Figure 1. Cells by drive strength (run 1).
Scale bar: 20 um.
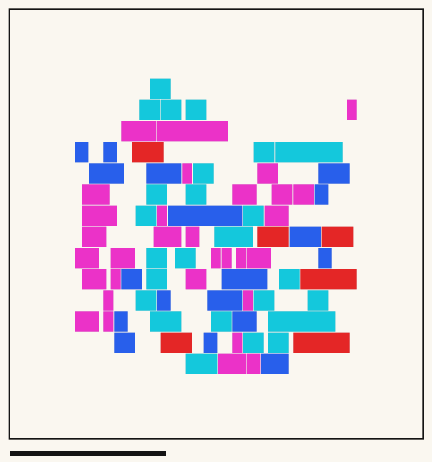
Figure 2. Cells colored by class (run 1).
Fill, decap, tap and diode cells in gray.
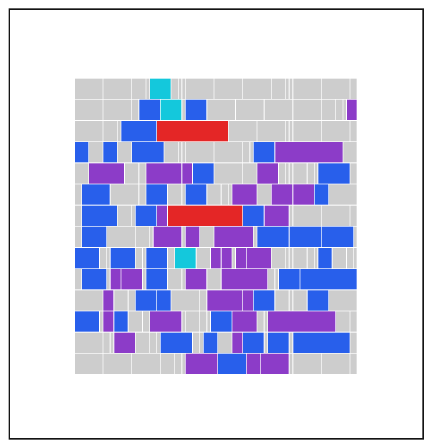
Figure 3. Clock wires, drivers and flops (run 1).
Scale bar: 20 um.
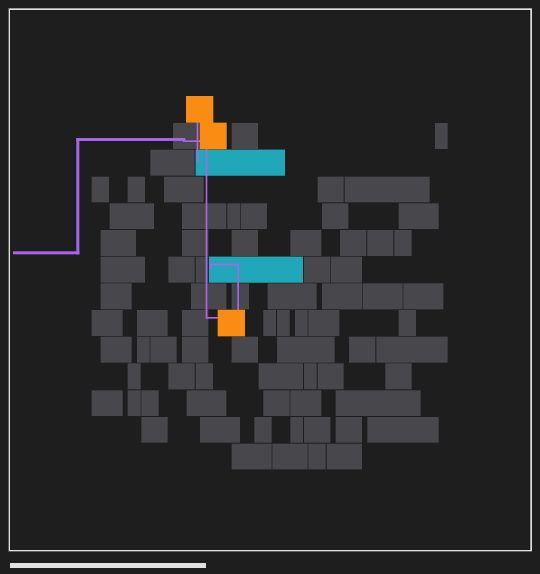
## src/rtl/controller_pkg.sv

```systemverilog
// Shared encodings for the controller and datapath: state codes, ALU select
// and operation codes, and the opcode/extension values of the instruction set.
package cpu_definitions;

  typedef enum logic [2:0] {
    ST_FETCH     = 3'b000,
    ST_DECODE    = 3'b001,
    ST_EXECUTE   = 3'b010,
    ST_WRITEBACK = 3'b011
  } state_t;

  typedef enum logic [1:0] {
    ALU_A_PC       = 2'b00,
    ALU_A_SRC      = 2'b01,
    ALU_A_IMM_SEXT = 2'b10,
    ALU_A_IMM_ZEXT = 2'b11
  } alu_a_sel_t;

  typedef enum logic {
    ALU_B_DST = 1'b0,
    ALU_B_ONE = 1'b1
  } alu_b_sel_t;

  // ALU_RSVD exists only so the datapath can decode all four codes.
  typedef enum logic [1:0] {
    ALU_ADD  = 2'b00,
    ALU_SUB  = 2'b01,
    ALU_CMP  = 2'b10,
    ALU_RSVD = 2'b11
  } alu_op_t;

  localparam logic [3:0] OPC_REGISTER = 4'b0000;
  localparam logic [3:0] OPC_ADDI     = 4'b0101;
  localparam logic [3:0] OPC_SUBI     = 4'b1001;
  localparam logic [3:0] OPC_CMPI     = 4'b1011;

  localparam logic [3:0] EXT_ADD = 4'b0101;
  localparam logic [3:0] EXT_SUB = 4'b1001;
  localparam logic [3:0] EXT_CMP = 4'b1011;

  function automatic logic [3:0] opcode_of(input logic [15:0] instruction);
    return instruction[15:12];
  endfunction

  function automatic logic [3:0] extension_of(input logic [15:0] instruction);
    return instruction[7:4];
  endfunction

  function automatic alu_a_sel_t execute_a_select(input logic immediate_form);
    alu_a_sel_t sel;
    if (immediate_form) sel = ALU_A_IMM_SEXT;
    else                sel = ALU_A_SRC;
    return sel;
  endfunction

endpackage

```

## src/rtl/controller_if.sv

```systemverilog
// Controller <-> datapath bundle: instruction fetch handshake in, ALU selects
// and write strobes out, plus the current state for observation.
interface controller_if;

  logic        memory_ready;
  logic [15:0] instruction;
  logic [1:0]  alu_a_select;
  logic        alu_b_select;
  logic [1:0]  alu_operation;
  logic        program_counter_write_enable;
  logic        instruction_write_enable;
  logic        status_write_enable;
  logic        register_write_enable;
  logic        illegal_instruction;
  logic [2:0]  state;

  modport master (
    input  memory_ready,
    input  instruction,
    output alu_a_select,
    output alu_b_select,
    output alu_operation,
    output program_counter_write_enable,
    output instruction_write_enable,
    output status_write_enable,
    output register_write_enable,
    output illegal_instruction,
    output state
  );

  modport slave (
    output memory_ready,
    output instruction,
    input  alu_a_select,
    input  alu_b_select,
    input  alu_operation,
    input  program_counter_write_enable,
    input  instruction_write_enable,
    input  status_write_enable,
    input  register_write_enable,
    input  illegal_instruction,
    input  state
  );

endinterface

```

## src/rtl/controller_decoder.sv

```systemverilog
// Combinational instruction classifier: legality, operand form, whether the
// result is written back, and the ALU operation to perform.
module instruction_decoder
  import cpu_definitions::*;
(
  input  logic [15:0] instruction,
  output logic        legal,
  output logic        immediate_form,
  output logic        writes_register,
  output alu_op_t     alu_operation
);

  logic [3:0] opcode;
  logic [3:0] extension;
  logic       unused_fields;

  assign opcode    = opcode_of(instruction);
  assign extension = extension_of(instruction);
  // Register numbers and immediates belong to the datapath, not to decode.
  assign unused_fields = ^{instruction[11:8], instruction[3:0]};

  always_comb begin
    legal          = 1'b0;
    immediate_form = 1'b0;
    alu_operation  = ALU_ADD;
    case (opcode)
      OPC_REGISTER: begin
        case (extension)
          EXT_ADD: begin legal = 1'b1; alu_operation = ALU_ADD; end
          EXT_SUB: begin legal = 1'b1; alu_operation = ALU_SUB; end
          EXT_CMP: begin legal = 1'b1; alu_operation = ALU_CMP; end
          default: ;
        endcase
      end
      OPC_ADDI: begin legal = 1'b1; immediate_form = 1'b1; alu_operation = ALU_ADD; end
      OPC_SUBI: begin legal = 1'b1; immediate_form = 1'b1; alu_operation = ALU_SUB; end
      OPC_CMPI: begin legal = 1'b1; immediate_form = 1'b1; alu_operation = ALU_CMP; end
      default: ;
    endcase
    writes_register = legal && (alu_operation != ALU_CMP);
  end

endmodule

```

## src/rtl/controller.sv

```systemverilog
// Multi-cycle Moore controller: FETCH -> DECODE -> EXECUTE -> WRITEBACK,
// with compares skipping WRITEBACK and illegal instructions aborting in DECODE.
module controller
  import cpu_definitions::*;
(
  input  logic         clock,
  input  logic         reset,
  controller_if.master bus
);

  state_t     state_q, state_d;

  logic       dec_legal;
  logic       dec_immediate;
  logic       dec_writes_register;
  alu_op_t    dec_operation;

  alu_a_sel_t a_sel;
  alu_b_sel_t b_sel;
  alu_op_t    alu_op;
  logic       pc_we, ir_we, status_we, reg_we, illegal;

  instruction_decoder u_decoder (
    .instruction     (bus.instruction),
    .legal           (dec_legal),
    .immediate_form  (dec_immediate),
    .writes_register (dec_writes_register),
    .alu_operation   (dec_operation)
  );

  always_ff @(posedge clock or negedge reset) begin
    if (!reset) state_q <= ST_FETCH;
    else        state_q <= state_d;
  end

  always_comb begin
    state_d   = ST_FETCH;
    a_sel     = ALU_A_PC;
    b_sel     = ALU_B_ONE;
    alu_op    = ALU_ADD;
    pc_we     = 1'b0;
    ir_we     = 1'b0;
    status_we = 1'b0;
    reg_we    = 1'b0;
    illegal   = 1'b0;
    case (state_q)
      ST_FETCH: begin
        pc_we   = bus.memory_ready;
        ir_we   = bus.memory_ready;
        state_d = bus.memory_ready ? ST_DECODE : ST_FETCH;
      end
      ST_DECODE: begin
        if (dec_legal) state_d = ST_EXECUTE;
        else           illegal = 1'b1;
      end
      ST_EXECUTE: begin
        a_sel     = execute_a_select(dec_immediate);
        b_sel     = ALU_B_DST;
        alu_op    = dec_operation;
        status_we = 1'b1;
        state_d   = dec_writes_register ? ST_WRITEBACK : ST_FETCH;
      end
      ST_WRITEBACK: begin
        // The instruction register is stable, so the EXECUTE selects recompute unchanged.
        a_sel  = execute_a_select(dec_immediate);
        b_sel  = ALU_B_DST;
        alu_op = dec_operation;
        reg_we = 1'b1;
      end
      default: ;
    endcase
  end

  // Reset gates the outputs directly so strobes drop without waiting for a clock.
  assign bus.alu_a_select                 = reset ? a_sel  : ALU_A_PC;
  assign bus.alu_b_select                 = reset ? b_sel  : ALU_B_ONE;
  assign bus.alu_operation                = reset ? alu_op : ALU_ADD;
  assign bus.program_counter_write_enable = reset & pc_we;
  assign bus.instruction_write_enable     = reset & ir_we;
  assign bus.status_write_enable          = reset & status_we;
  assign bus.register_write_enable        = reset & reg_we;
  assign bus.illegal_instruction          = reset & illegal;
  assign bus.state                        = state_q;

endmodule

```

## src/flat_wrapper.sv

```systemverilog
// flat-port wrapper written by rule: the top's interface ports become plain ports
module controller_flat import cpu_definitions::*;
  (clock, reset, bus_memory_ready, bus_instruction, bus_alu_a_select, bus_alu_b_select, bus_alu_operation, bus_program_counter_write_enable, bus_instruction_write_enable, bus_status_write_enable, bus_register_write_enable, bus_illegal_instruction, bus_state);
  controller_if bus_i ();
  input  logic clock;
  input  logic reset;
  input wire logic [$bits(bus_i.memory_ready)-1:0] bus_memory_ready;
  input wire logic [$bits(bus_i.instruction)-1:0] bus_instruction;
  output wire logic [$bits(bus_i.alu_a_select)-1:0] bus_alu_a_select;
  output wire logic [$bits(bus_i.alu_b_select)-1:0] bus_alu_b_select;
  output wire logic [$bits(bus_i.alu_operation)-1:0] bus_alu_operation;
  output wire logic [$bits(bus_i.program_counter_write_enable)-1:0] bus_program_counter_write_enable;
  output wire logic [$bits(bus_i.instruction_write_enable)-1:0] bus_instruction_write_enable;
  output wire logic [$bits(bus_i.status_write_enable)-1:0] bus_status_write_enable;
  output wire logic [$bits(bus_i.register_write_enable)-1:0] bus_register_write_enable;
  output wire logic [$bits(bus_i.illegal_instruction)-1:0] bus_illegal_instruction;
  output wire logic [$bits(bus_i.state)-1:0] bus_state;
  assign bus_i.memory_ready = bus_memory_ready;
  assign bus_i.instruction = bus_instruction;
  assign bus_alu_a_select = bus_i.alu_a_select;
  assign bus_alu_b_select = bus_i.alu_b_select;
  assign bus_alu_operation = bus_i.alu_operation;
  assign bus_program_counter_write_enable = bus_i.program_counter_write_enable;
  assign bus_instruction_write_enable = bus_i.instruction_write_enable;
  assign bus_status_write_enable = bus_i.status_write_enable;
  assign bus_register_write_enable = bus_i.register_write_enable;
  assign bus_illegal_instruction = bus_i.illegal_instruction;
  assign bus_state = bus_i.state;
  controller u_core (.clock(clock), .reset(reset), .bus(bus_i));
endmodule
```

## config.mk

```make
export PLATFORM = sky130hd
export DESIGN_NAME = controller_flat
export DESIGN_NICKNAME = d
export VERILOG_FILES = /design/src/rtl/controller_pkg.sv /design/src/rtl/controller_if.sv /design/src/rtl/controller_decoder.sv /design/src/rtl/controller.sv /design/src/flat_wrapper.sv
export SDC_FILE = /design/constraint.sdc
export NUM_CORES = 1
export LEC_CHECK = 0
export CAP_MARGIN = 20
export CORE_AREA = 8 8 45 47
export CTS_CLUSTER_SIZE = 20
export DETAILED_ROUTE_END_ITERATION = 6
export DIE_AREA = 0 0 53 55
export PLACE_DENSITY = 0.68
export RECOVER_POWER = 100
export REMOVE_ABC_BUFFERS = 1
export SLEW_MARGIN = 20
export SYNTH_ARGS = -nofsm -noshare
export SYNTH_HDL_FRONTEND = slang
export SYNTH_HIERARCHICAL = 1
export SYNTH_SLANG_ARGS = --single-unit
```

## constraint.sdc

```tcl
create_clock -name clock -period 1.4 [get_ports clock]
set_input_delay 0.14 -clock clock [delete_from_list [all_inputs] [get_ports clock]]
set_output_delay 0.14 -clock clock [all_outputs]
set_load 0.005 [all_outputs]
```

==> flow_metrics.env, run 1 <==
# flow metrics
export IMPL_drive_gt1_frac=0.613
export IMPL_hold_violations=0
export IMPL_ys_warnings_count=6
export IMPL_gp_congestion=0.710
export IMPL_warnings=35
export IMPL_die_height_um=55
export IMPL_synth_distinct_cells=23
export IMPL_slowest_stage="nor4b_4"
export IMPL_cts_max_level=1
export IMPL_slew_violations=0
export IMPL_grt_pass1_vias=532
export IMPL_drtIter0Drc=7
export IMPL_rsz0062_at_grt="yes"
export IMPL_report_power_total_uw=354
export IMPL_finalCriticalPeriod_ps=1430
export IMPL_synth_seq_cells=2
export IMPL_path_class="input port to output port"
export IMPL_wl_mm=1.42
export IMPL_grt_max_degree=9
export IMPL_port_buffers=22
export IMPL_failed_checks="negative setup slack"
export IMPL_syn_area_um2=317
export IMPL_synth_cells=39
export IMPL_timing_final_ws_setup_ps=-29.0
export IMPL_powerDensity_nw_per_um2=477
export IMPL_path_cells="buf_12 -> nor4b_4 -> buf_4 -> o211ai_1 -> nand2b_4 -> and4bb_2 -> buf_6"
export IMPL_fin_nets=101
export IMPL_period_used=1.02
export IMPL_fin_hold_ws_ps=119
export IMPL_ys_cells=39
export IMPL_ant_nets=0
export IMPL_cp_required_ps=1260
export IMPL_vdd_ir_drop_max_uv=318
export IMPL_cts_root_buf="clkbuf_4"
export IMPL_setup_viol=1
export IMPL_worstPathArrival_ps=1290
export IMPL_track_usage=0.103
export IMPL_placed_area_um2=594
export IMPL_dieArea_um2=2920
export IMPL_postCtsHoldBufs=0
export IMPL_power_leakage_uw=0.000390
export IMPL_num_vias=468
export IMPL_cp_num_buf_inv=3
export IMPL_cts_buffers=3
export IMPL_start_kind="input port"
export IMPL_dr_pass1_iters=2
export IMPL_wl_per_cell_um=14.8
export IMPL_cts_num_sinks=2
export IMPL_yosysChipArea_um2=317
export IMPL_critPathTopFamily="simple AND/OR/NAND/NOR gates"
export IMPL_syn_avg_cell_area_um2=8.12
export IMPL_max_freq_mhz=700
export IMPL_antenna_found_initial=0
export IMPL_dp_hpwl_um=845
export IMPL_fp_util=0.229
export IMPL_cp_end_kind="output port"
export IMPL_grt_pass1_wl_mm=2.23
export IMPL_clk_path_buf_depth=2
export IMPL_status="complete, but fails checks"
export IMPL_ys_seq_frac=0.158
export IMPL_diodes=0
export IMPL_cap_violations=0
export IMPL_gr_total_overflow=0
export IMPL_largest_register_ffs=2
export IMPL_die_w_um=53
export IMPL_cp_max_fo=3
export IMPL_routed_via_density=4.88
export IMPL_io_pins=32
export IMPL_tritoncts="built"
export IMPL_max_stage_delay_ps=310
export IMPL_dp_slack_ps=-764
export IMPL_min_path_type="input port to asynchronous set/reset pin"
export IMPL_route_detailed_drc=0
export IMPL_clk_pin_slew_ps=30
About Figure 1:
- _6 and larger: red (cells 6; share 7.5%; most used buf_6)
- _0 and _1 cells: magenta (cells 31; share 39%)
- _3 and _4 cells: cyan (cells 25; share 31%; most used buf_4)
- _2 cells: blue (cells 18; share 23%; most used clkbuf_2)
fin area: 742 um^2
final setup margin: -29.0 ps
bufs w/o clock: 41
synthesis-to-finish area growth: 134%

About Figure 2:
- combinational and other logic: purple (cells 34; share of their area 40%)
- clock drivers: cyan (cells 3; share of their area 3.1%)
- sequential cells: red (cells 2; share of their area 7.1%)
- remaining buffers and delay cells: blue (cells 41; share of their area 50%)
final core occ: 0.536
FP Rows: 14
sequential cell area share: 0.0691
core area: 1380 um^2

About Figure 3:
- flip-flops: cyan (count 2)
- clock drivers: orange (count 3)
- clock wires: purple (length 69.5 um)
- routed clock nets: 4
P_clk: 124 uW
Clk pwr share: 0.351
clk_skew: 2.31 ps
clk_lat worst skew: 220 ps

==> run 1: path summary, 6_finish.rpt <==
kind                                          start                       to  slack, ps  cells after the start
min in group clock              bus_instruction[13]      u_core/bus.state[1]        440                      5
worst max register to register  u_core/bus.state[1]      u_core/bus.state[0]        400                      4
max in group asynchronous                     reset      u_core/bus.state[1]       1180                      2
worst max-delay path            bus_instruction[12]  bus_illegal_instruction        -30                      7
worst min-delay path                          reset      u_core/bus.state[1]        120                      2
worst min register to register  u_core/bus.state[0]      u_core/bus.state[0]        590                      2
==> run 1: metrics by stage <==
| step | TNS (ps) | cells | utilization |
|---|---|---|---|
| 4_1_cts | -63.3 | 91 | 0.492 |
| 3_3_place_gp | -4760 | 82 | 0.429 |
| 5_1_grt | -131 | 96 | 0.536 |
| 2_1_floorplan | 0 | 36 | - |
| 3_5_place_dp | -4870 | 82 | 0.429 |
| 6_report | -29.0 | 96 | 0.536 |
==> run 1: per-layer routing <==
| layer | part of all wire | track usage |
|---|---|---|
| met3 | 0.14 | 0.0722 |
| met5 | 0 | 0 |
| met1 | 0.36 | 0.0909 |
| met4 | 0.0077 | 0.0647 |
| met2 | 0.49 | 0.168 |
==> run 1: cell usage in the layout (no fill, tap or decap), types with 2 or more instances in the layout <==
master,count
and3_2,2
and3_4,2
and4bb_2,2
buf_12,2
buf_2,3
buf_4,17
buf_6,4
clkbuf_2,4
clkbuf_4,3
clkdlybuf4s15_2,2
dlygate4sd2_1,5
dlymetal6s2s_1,2
nand2_1,5
nor2_1,4
nor4b_4,2
xor2_1,2
==> run 1: logic make-up (layout without fill, tap and decap cells) <==
kind of cell | Yosys count | in the layout | share of synthesized area
simple gates | 23 | 23 | 0.526
compound gates | 6 | 6 | 0.134
buf+inv | 4 | 45 | 0.0830
xor+xnor | 2 | 2 | 0.0553
flops | 2 | 2 | 0.158
other cells | 1 | 1 | 0.0118
mux | 1 | 1 | 0.0316
==> run 1: Yosys cell counts (all sizes together) <==
cell | instances | area share
a21oi | 1 | 0.016
nand3 | 2 | 0.032
and3 | 4 | 0.095
xor2 | 2 | 0.055
o211ai | 1 | 0.024
and4bb | 2 | 0.079
buf | 3 | 0.071
a211oi | 1 | 0.024
mux2i | 1 | 0.032
nor4b | 2 | 0.12
nand3b | 1 | 0.024
o21ai | 1 | 0.016
nor2 | 4 | 0.047
conb | 1 | 0.012
inv | 1 | 0.012
nor3b | 1 | 0.024
dfrtp | 2 | 0.16
nand2 | 5 | 0.059
and2b | 1 | 0.024
nand2b | 1 | 0.020
o32ai | 1 | 0.028
a32oi | 1 | 0.028
==> run 1: what timing repair did <==
item                                    CTS  global route
endpoints found under the hold margin     0             0
setup buffers                             6             5
endpoints found under the setup margin   11             8
gates resized                            56            19
pin swaps                                 6            10
==> run 1: where the power goes <==
part	internal [uW]	switching [uW]
logic	97.2	66.1
registers	62.6	3.62
clock network	94.3	30.0
==> run 1: cell type report <==
type                            count  area, um^2
Clock buffer                        3        22.5
Fill cell                         134         642
Inverter                            1        3.75
Multi-Input combinational cell     33         285
Sequential cell                     2        51.3
Tap cell                           16        20.0
Timing Repair Buffer               41         359
Figure 4. Selected gate families (run 1).
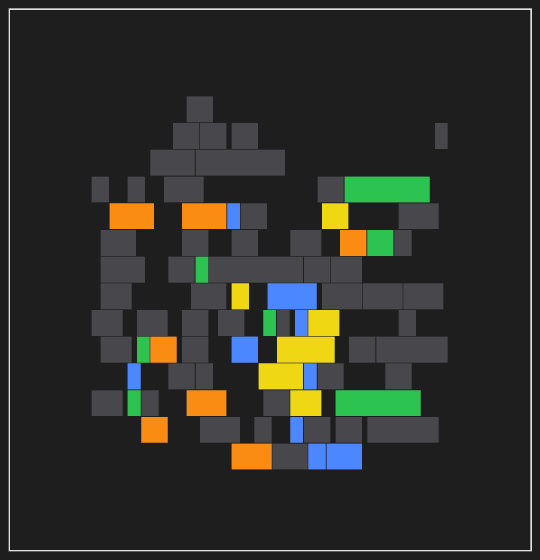

==> run 1 -> run 2 <==
CTS_CLUSTER_DIAMETER = 100   (was not set)
GPL_ROUTABILITY_DRIVEN = 0   (was not set)
PLACE_DENSITY = 0.7   (was 0.68)
clock period = 1.3 ns   (was 1.4 ns; I/O delays follow)
Figure 5. Selected gate families (run 2).
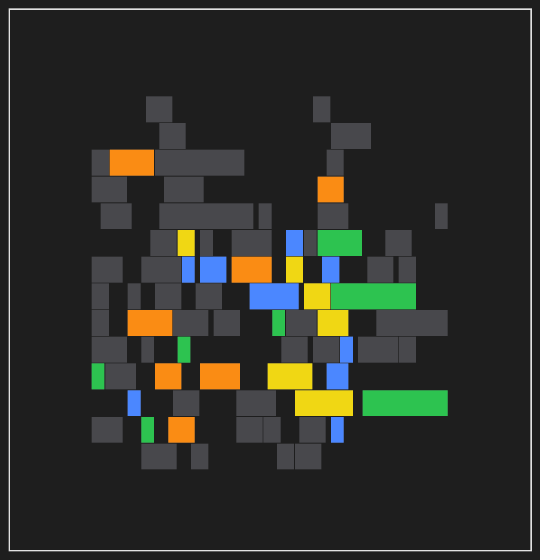
- nor cells: green (cells 7)
- aoi and oai cells: yellow (cells 6; where middle)
- and/or cells: orange (cells 7)
- nand cells: blue (cells 9; where middle)
Non-Filler Instances: 94
Comb/total area: 0.417

==> flow_metrics.env, run 2 <==
# flow metrics
export IMPL_common_cells="nand2_1, and3_2, nor2_1"
export IMPL_rows=14
export IMPL_ys_sh_mux=0.0316
export IMPL_cp_end_kind="output port"
export IMPL_r2r_slack_ps=310
export IMPL_mi_logic_area_um2=284
export IMPL_status="complete, no violations"
export IMPL_worstPathArrival_ps=1160
export IMPL_diodes=0
export IMPL_finalSetupTns_ps=0
export IMPL_cp_max_fo=3
export IMPL_finalCriticalPeriod_ps=1290
export IMPL_synth_cells=39
export IMPL_path_cells="buf_4 -> nand2_1 -> nor2_1 -> dlygate4sd2_1"
export IMPL_dieArea_um2=2920
export IMPL_max_freq_mhz=773
export IMPL_track_usage=0.0972
export IMPL_wl_mm=1.23
export IMPL_grt_pass1_vias=497
export IMPL_critPathTopFamily="flip-flops"
export IMPL_edf_count=0
export IMPL_max_stage_delay_ps=410
export IMPL_crit_path_start="u_core/bus.state[1]"
export IMPL_antenna_found_initial=0
export IMPL_wl_per_cell_um=13.1
export IMPL_die_w_um=53
export IMPL_vdd_ir_drop_max_uv=410
export IMPL_num_vias=441
export IMPL_gr_total_overflow=0
export IMPL_ant_nets=0
export IMPL_dp_slack_ps=-841
export IMPL_ys_warnings_count=6
export IMPL_rr_worst_depth=4
export IMPL_fp_util=0.229
export IMPL_slowest_stage="dfrtp_2"
export IMPL_dp_cells=86
export IMPL_powerDensity_nw_per_um2=549
export IMPL_path_class="register to output port"
export IMPL_top_logic_kind="simple AND/OR/NAND/NOR gates"
export IMPL_synth_distinct_cells=23
export IMPL_setup_viol=0
export IMPL_grt_pass1_wl_mm=2.09
export IMPL_cp_num_buf_inv=2
export IMPL_cts_num_sinks=2
export IMPL_async_flop_share=1.00
export IMPL_dp_hpwl_um=920
export IMPL_ys_sh_xor=0.0553
export IMPL_ys_seq_frac=0.158
export IMPL_synth_adder_area_share=0
export IMPL_lay_top_cells="buf_2, buf_4, buf_6"
export IMPL_start_kind="register"
export IMPL_dr_pass1_iters=3
export IMPL_grt_max_degree=9
export IMPL_syn_avg_cell_area_um2=8.12
export IMPL_io_pins=32
export IMPL_drive_gt1_frac=0.577
export IMPL_power_leakage_uw=0.000327
export IMPL_syn_area_um2=317
export IMPL_core_area_um2=1380
export IMPL_hold_violations=0
export IMPL_seq_area_um2=51.3
export IMPL_flop_cell="dfrtp_1"
export IMPL_route_detailed_drc=0
export IMPL_clk_path_buf_depth=2
export IMPL_slew_violations=0
export IMPL_r2r_end="u_core/bus.state[0]"
export IMPL_port_buffers=22
export IMPL_cap_violations=0
export IMPL_clk_pin_slew_ps=30
export IMPL_min_path_type="input port to asynchronous set/reset pin"
export IMPL_cp_depth=4
export IMPL_largest_register_ffs=2
export IMPL_yosys_area_share_simple=0.526
export IMPL_period_used=0.995
export IMPL_crit_end="bus_status_write_enable"
export IMPL_yosysChipArea_um2=317
export IMPL_drtIter0Drc=2
export IMPL_reg2reg_from="u_core/bus.state[1]"
export IMPL_cts_root_buf="clkbuf_4"
export IMPL_die_height_um=55
export IMPL_synthMostInstantiatedCell="nand2_1"
Figure 6. Cells by drive strength (run 2).
Scale bar: 20 um.
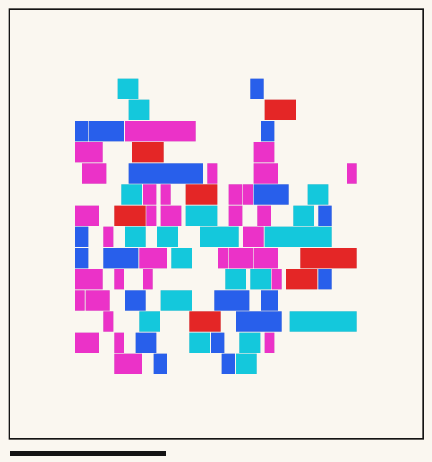
- _0 and _1 cells: magenta (cells 33; share 42%)
- _2 cells: blue (cells 19; share 24%; most used buf_2)
- _6 and larger: red (cells 7; share 9.0%; most used buf_6)
- _3 and _4 cells: cyan (cells 19; share 24%; most used buf_4)
synthesis-to-finish area growth: 115%
final setup margin: 6.33 ps

-- run 2: cell count changes in the layout (fill, tap and decap cells not counted), sizes merged --
cell | previous run | this run
clkbuf | 7 | 10
dlymetal6s2s | 2 | 0
buf | 26 | 25
clkdlybuf4s15 | 3 | 2
dlygate4sd2 | 5 | 4
-- run 2: routing by layer --
metal | GRT usage | up-vias | part of all wire
met1 | 0.0818 | 197 | 0.36
met4 | 0.0776 | 0 | 0.028
met3 | 0.0481 | 4 | 0.12
met2 | 0.172 | 20 | 0.49
met5 | 0 | - | 0
li1 | - | 220 | -
-- run 2: layout make-up --
type                            count  share of cell area
Timing Repair Buffer               39               0.440
Clock buffer                        3              0.0330
Inverter                            1             0.00550
Multi-Input combinational cell     33               0.417
Sequential cell                     2              0.0752
Tap cell                           16              0.0294
-- run 2: cells by family after synthesis --
family	count (synthesis)
buffers and inverters	4
AOI/OAI and AO/OA	6
DFF	2
muxes	1
and+or+nand+nor	23
xor gates and xnor gates	2
other	1
-- run 2: metrics by stage --
| stage | hold WS, ps | cell area, um^2 | util | total power [uW] |
|---|---|---|---|---|
| after floorplan | -166 | 294 | - | 111 |
| after global placement | 567 | 624 | 0.451 | 222 |
| after detailed placement | 575 | 624 | 0.451 | 224 |
| after CTS | 68.2 | 692 | 0.500 | 374 |
| after global routing | 106 | 682 | 0.493 | 397 |
| final | 57.9 | 682 | 0.493 | 374 |
-- run 2: timing repair --
| action | 4_1_cts | 5_1_grt |
|---|---|---|
| pin swaps | 9 | 7 |
| gates resized | 74 | 16 |
| endpoints found under the setup margin | 14 | 10 |
| buffers inserted | 5 | 1 |
| hold endpoints to repair | 0 | 0 |
-- run 2: worst min-delay path by stage --
| stage | cells after the start | startpoint | to | slack (ps) |
|---|---|---|---|---|
| finish | 2 | reset | u_core/bus.state[1] | 60 |
| global placement | 2 | reset | u_core/bus.state[1] | 570 |
| detailed placement | 2 | reset | u_core/bus.state[1] | 580 |
| CTS | 2 | reset | u_core/bus.state[1] | 70 |
| floorplan | 0 | reset | u_core/bus.state[0] | -170 |
| global route | 2 | reset | u_core/bus.state[1] | 110 |
-- run 2: power by group --
part / switching [uW] / internal [uW] / total (uW)
clock: 41.6 / 102 / 144
combinational: 66.2 / 92.8 / 159
sequential: 3.80 / 67.3 / 71.1
==> run 2 -> run 3 <==
CTS_CLUSTER_DIAMETER = 150   (was 100)
Figure 7. Cells by drive strength (run 3).
Scale bar: 20 um.
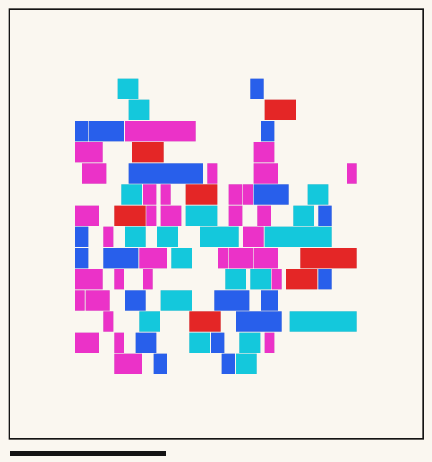
bufs w/o clock: 39
fin area: 682 um^2

==> flow_metrics.env, run 3 <==
# flow metrics
export IMPL_status="complete, no violations"
export IMPL_worstPathArrival_ps=1160
export IMPL_lay_top_cells="buf_2, buf_4, buf_6"
export IMPL_tritoncts="built"
export IMPL_dp_hpwl_um=920
export IMPL_gr_total_overflow=0
export IMPL_critPathTopFamily="flip-flops"
export IMPL_cp_num_buf_inv=2
export IMPL_nFillCells=156
export IMPL_cts_buffers=3
export IMPL_ys_cells=39
export IMPL_die_w_um=53
export IMPL_grt_pass1_vias=497
export IMPL_final_cells=94
export IMPL_synth_distinct_cells=23
export IMPL_max_freq_mhz=773
export IMPL_syn_avg_cell_area_um2=8.12
export IMPL_min_path_type="input port to asynchronous set/reset pin"
export IMPL_antenna_found_initial=0
export IMPL_finalCriticalPeriod_ps=1290
export IMPL_async_flop_share=1.00
export IMPL_yosysChipArea_um2=317
export IMPL_route_detailed_drc=0
export IMPL_cp_end_kind="output port"
export IMPL_fp_util=0.229
export IMPL_grt_max_degree=9
export IMPL_rsz0062_at_grt="yes"
export IMPL_powerDensity_nw_per_um2=549
export IMPL_rows=14
export IMPL_wl_mm=1.23
export IMPL_largest_register_ffs=2
export IMPL_common_cells="nand2_1, and3_2, nor2_1"
export IMPL_syn_area_um2=317
export IMPL_clk_path_buf_depth=2
export IMPL_rr_worst_depth=4
export IMPL_cp_depth=4
export IMPL_port_buffers=22
export IMPL_ys_seq_frac=0.158
export IMPL_drive_gt1_frac=0.577
export IMPL_cts_root_buf="clkbuf_4"
export IMPL_power_leakage_uw=0.000327
export IMPL_vdd_ir_drop_max_uv=410
export IMPL_finalSetupTns_ps=0
export IMPL_track_usage=0.0972
export IMPL_synthToLayoutAreaGrowth_pct=115
export IMPL_timing_final_ws_setup_ps=6.33
export IMPL_path_cells="buf_4 -> nand2_1 -> nor2_1 -> dlygate4sd2_1"
export IMPL_period_used=0.995
export IMPL_clk_latency_ps=230
export IMPL_yosys_area_top_type_share=0.158
export IMPL_synth_cells=39
export IMPL_dp_cells=86
export IMPL_setup_viol=0
export IMPL_grt_pass1_wl_mm=2.09
export IMPL_slew_violations=0
export IMPL_start_kind="register"
export IMPL_io_pins=32
export IMPL_edf_count=0
export IMPL_hold_violations=0
export IMPL_synth_seq_cells=2
export IMPL_drtIter0Drc=2
export IMPL_die_height_um=55
export IMPL_cp_required_ps=1170
export IMPL_dr_pass1_iters=3
export IMPL_num_vias=441
export IMPL_slowest_stage="dfrtp_2"
export IMPL_dieArea_um2=2920
export IMPL_cts_num_sinks=2
export IMPL_core_area_um2=1380
export IMPL_synthMostInstantiatedCell="nand2_1"
export IMPL_wl_per_cell_um=13.1
export IMPL_ant_nets=0
export IMPL_cp_max_fo=3
export IMPL_diodes=0
export IMPL_ys_warnings_count=6
export IMPL_dp_slack_ps=-841
export IMPL_skew_ps=9.15
export IMPL_max_stage_delay_ps=410
export IMPL_path_class="register to output port"
export IMPL_flop_cell="dfrtp_1"
export IMPL_synth_area_leader_cell="dfrtp_1"
export IMPL_clk_pin_slew_ps=30
export IMPL_cap_violations=0
Figure 8. Cells colored by class (run 3).
Fill, decap, tap and diode cells in gray.
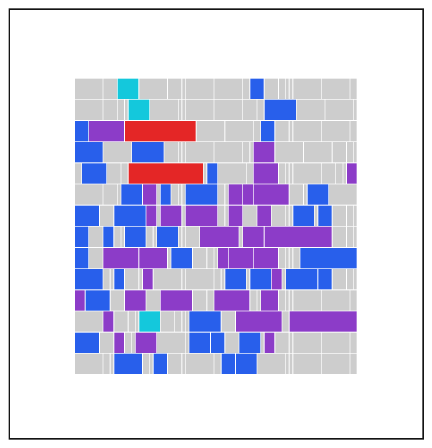
final core occ: 0.493
sequential cell area share: 0.0752

-- run 3: cell counts after synthesis --
No cell type changed its count.
-- run 3: final timing paths --
| check | from | end | slack, ps |
|---|---|---|---|
| min in group clock | bus_instruction[15] | u_core/bus.state[1] | 380 |
| worst min-delay path | reset | u_core/bus.state[1] | 60 |
| max in group asynchronous | reset | u_core/bus.state[1] | 1110 |
| worst min register to register | u_core/bus.state[0] | u_core/bus.state[0] | 660 |
| worst max-delay path | u_core/bus.state[1] | bus_status_write_enable | 6 |
| worst max register to register | u_core/bus.state[1] | u_core/bus.state[0] | 310 |
-- run 3: layout make-up --
| class | count | area (um^2) | share of cell area |
|---|---|---|---|
| Timing Repair Buffer | 39 | 300 | 0.440 |
| Multi-Input combinational cell | 33 | 284 | 0.417 |
| Tap cell | 16 | 20.0 | 0.0294 |
| Sequential cell | 2 | 51.3 | 0.0752 |
| Inverter | 1 | 3.75 | 0.00550 |
| Clock buffer | 3 | 22.5 | 0.0330 |
-- run 3: repair_timing --
action	4_1_cts	5_1_grt
gates resized	74	16
pin swaps	9	7
endpoints found under the hold margin	0	0
endpoints found under the setup margin	14	10
hold buffers	0	0
buffers inserted	5	1
-- run 3: routing by layer --
layer	track usage	routed length, um	vias up
met2	0.172	606	20
met1	0.0818	444	197
met3	0.0481	147	4
li1	-	-	220
met5	0	0	-
met4	0.0776	34	0
-- run 3: logic make-up (layout without fill, tap and decap cells) --
logic type | count (synthesis) | after routing | share of synthesized area
and+or+nand+nor | 23 | 23 | 0.526
muxes | 1 | 1 | 0.0316
other | 1 | 1 | 0.0118
xor gates and xnor gates | 2 | 2 | 0.0553
AOI/OAI and AO/OA | 6 | 6 | 0.134
DFF | 2 | 2 | 0.158
buffers and inverters | 4 | 43 | 0.0830
-- run 3: power by group --
| group | internal, uW | total, uW | switching [uW] | leakage (uW) |
|---|---|---|---|---|
| registers | 67.3 | 71.1 | 3.80 | 0.0000247 |
| logic | 92.8 | 159 | 66.2 | 0.000289 |
| clock network | 102 | 144 | 41.6 | 0.0000138 |
-- run 3: metrics by stage --
stage / total power, uW / hold WS (ps) / cell area (um^2)
final: 374 / 57.9 / 682
after global routing: 397 / 106 / 682
after CTS: 374 / 68.2 / 692
after detailed placement: 224 / 575 / 624
after global placement: 222 / 567 / 624
after floorplan: 111 / -166 / 294
No activity file was given, so power comes from the tool's default toggle rates.
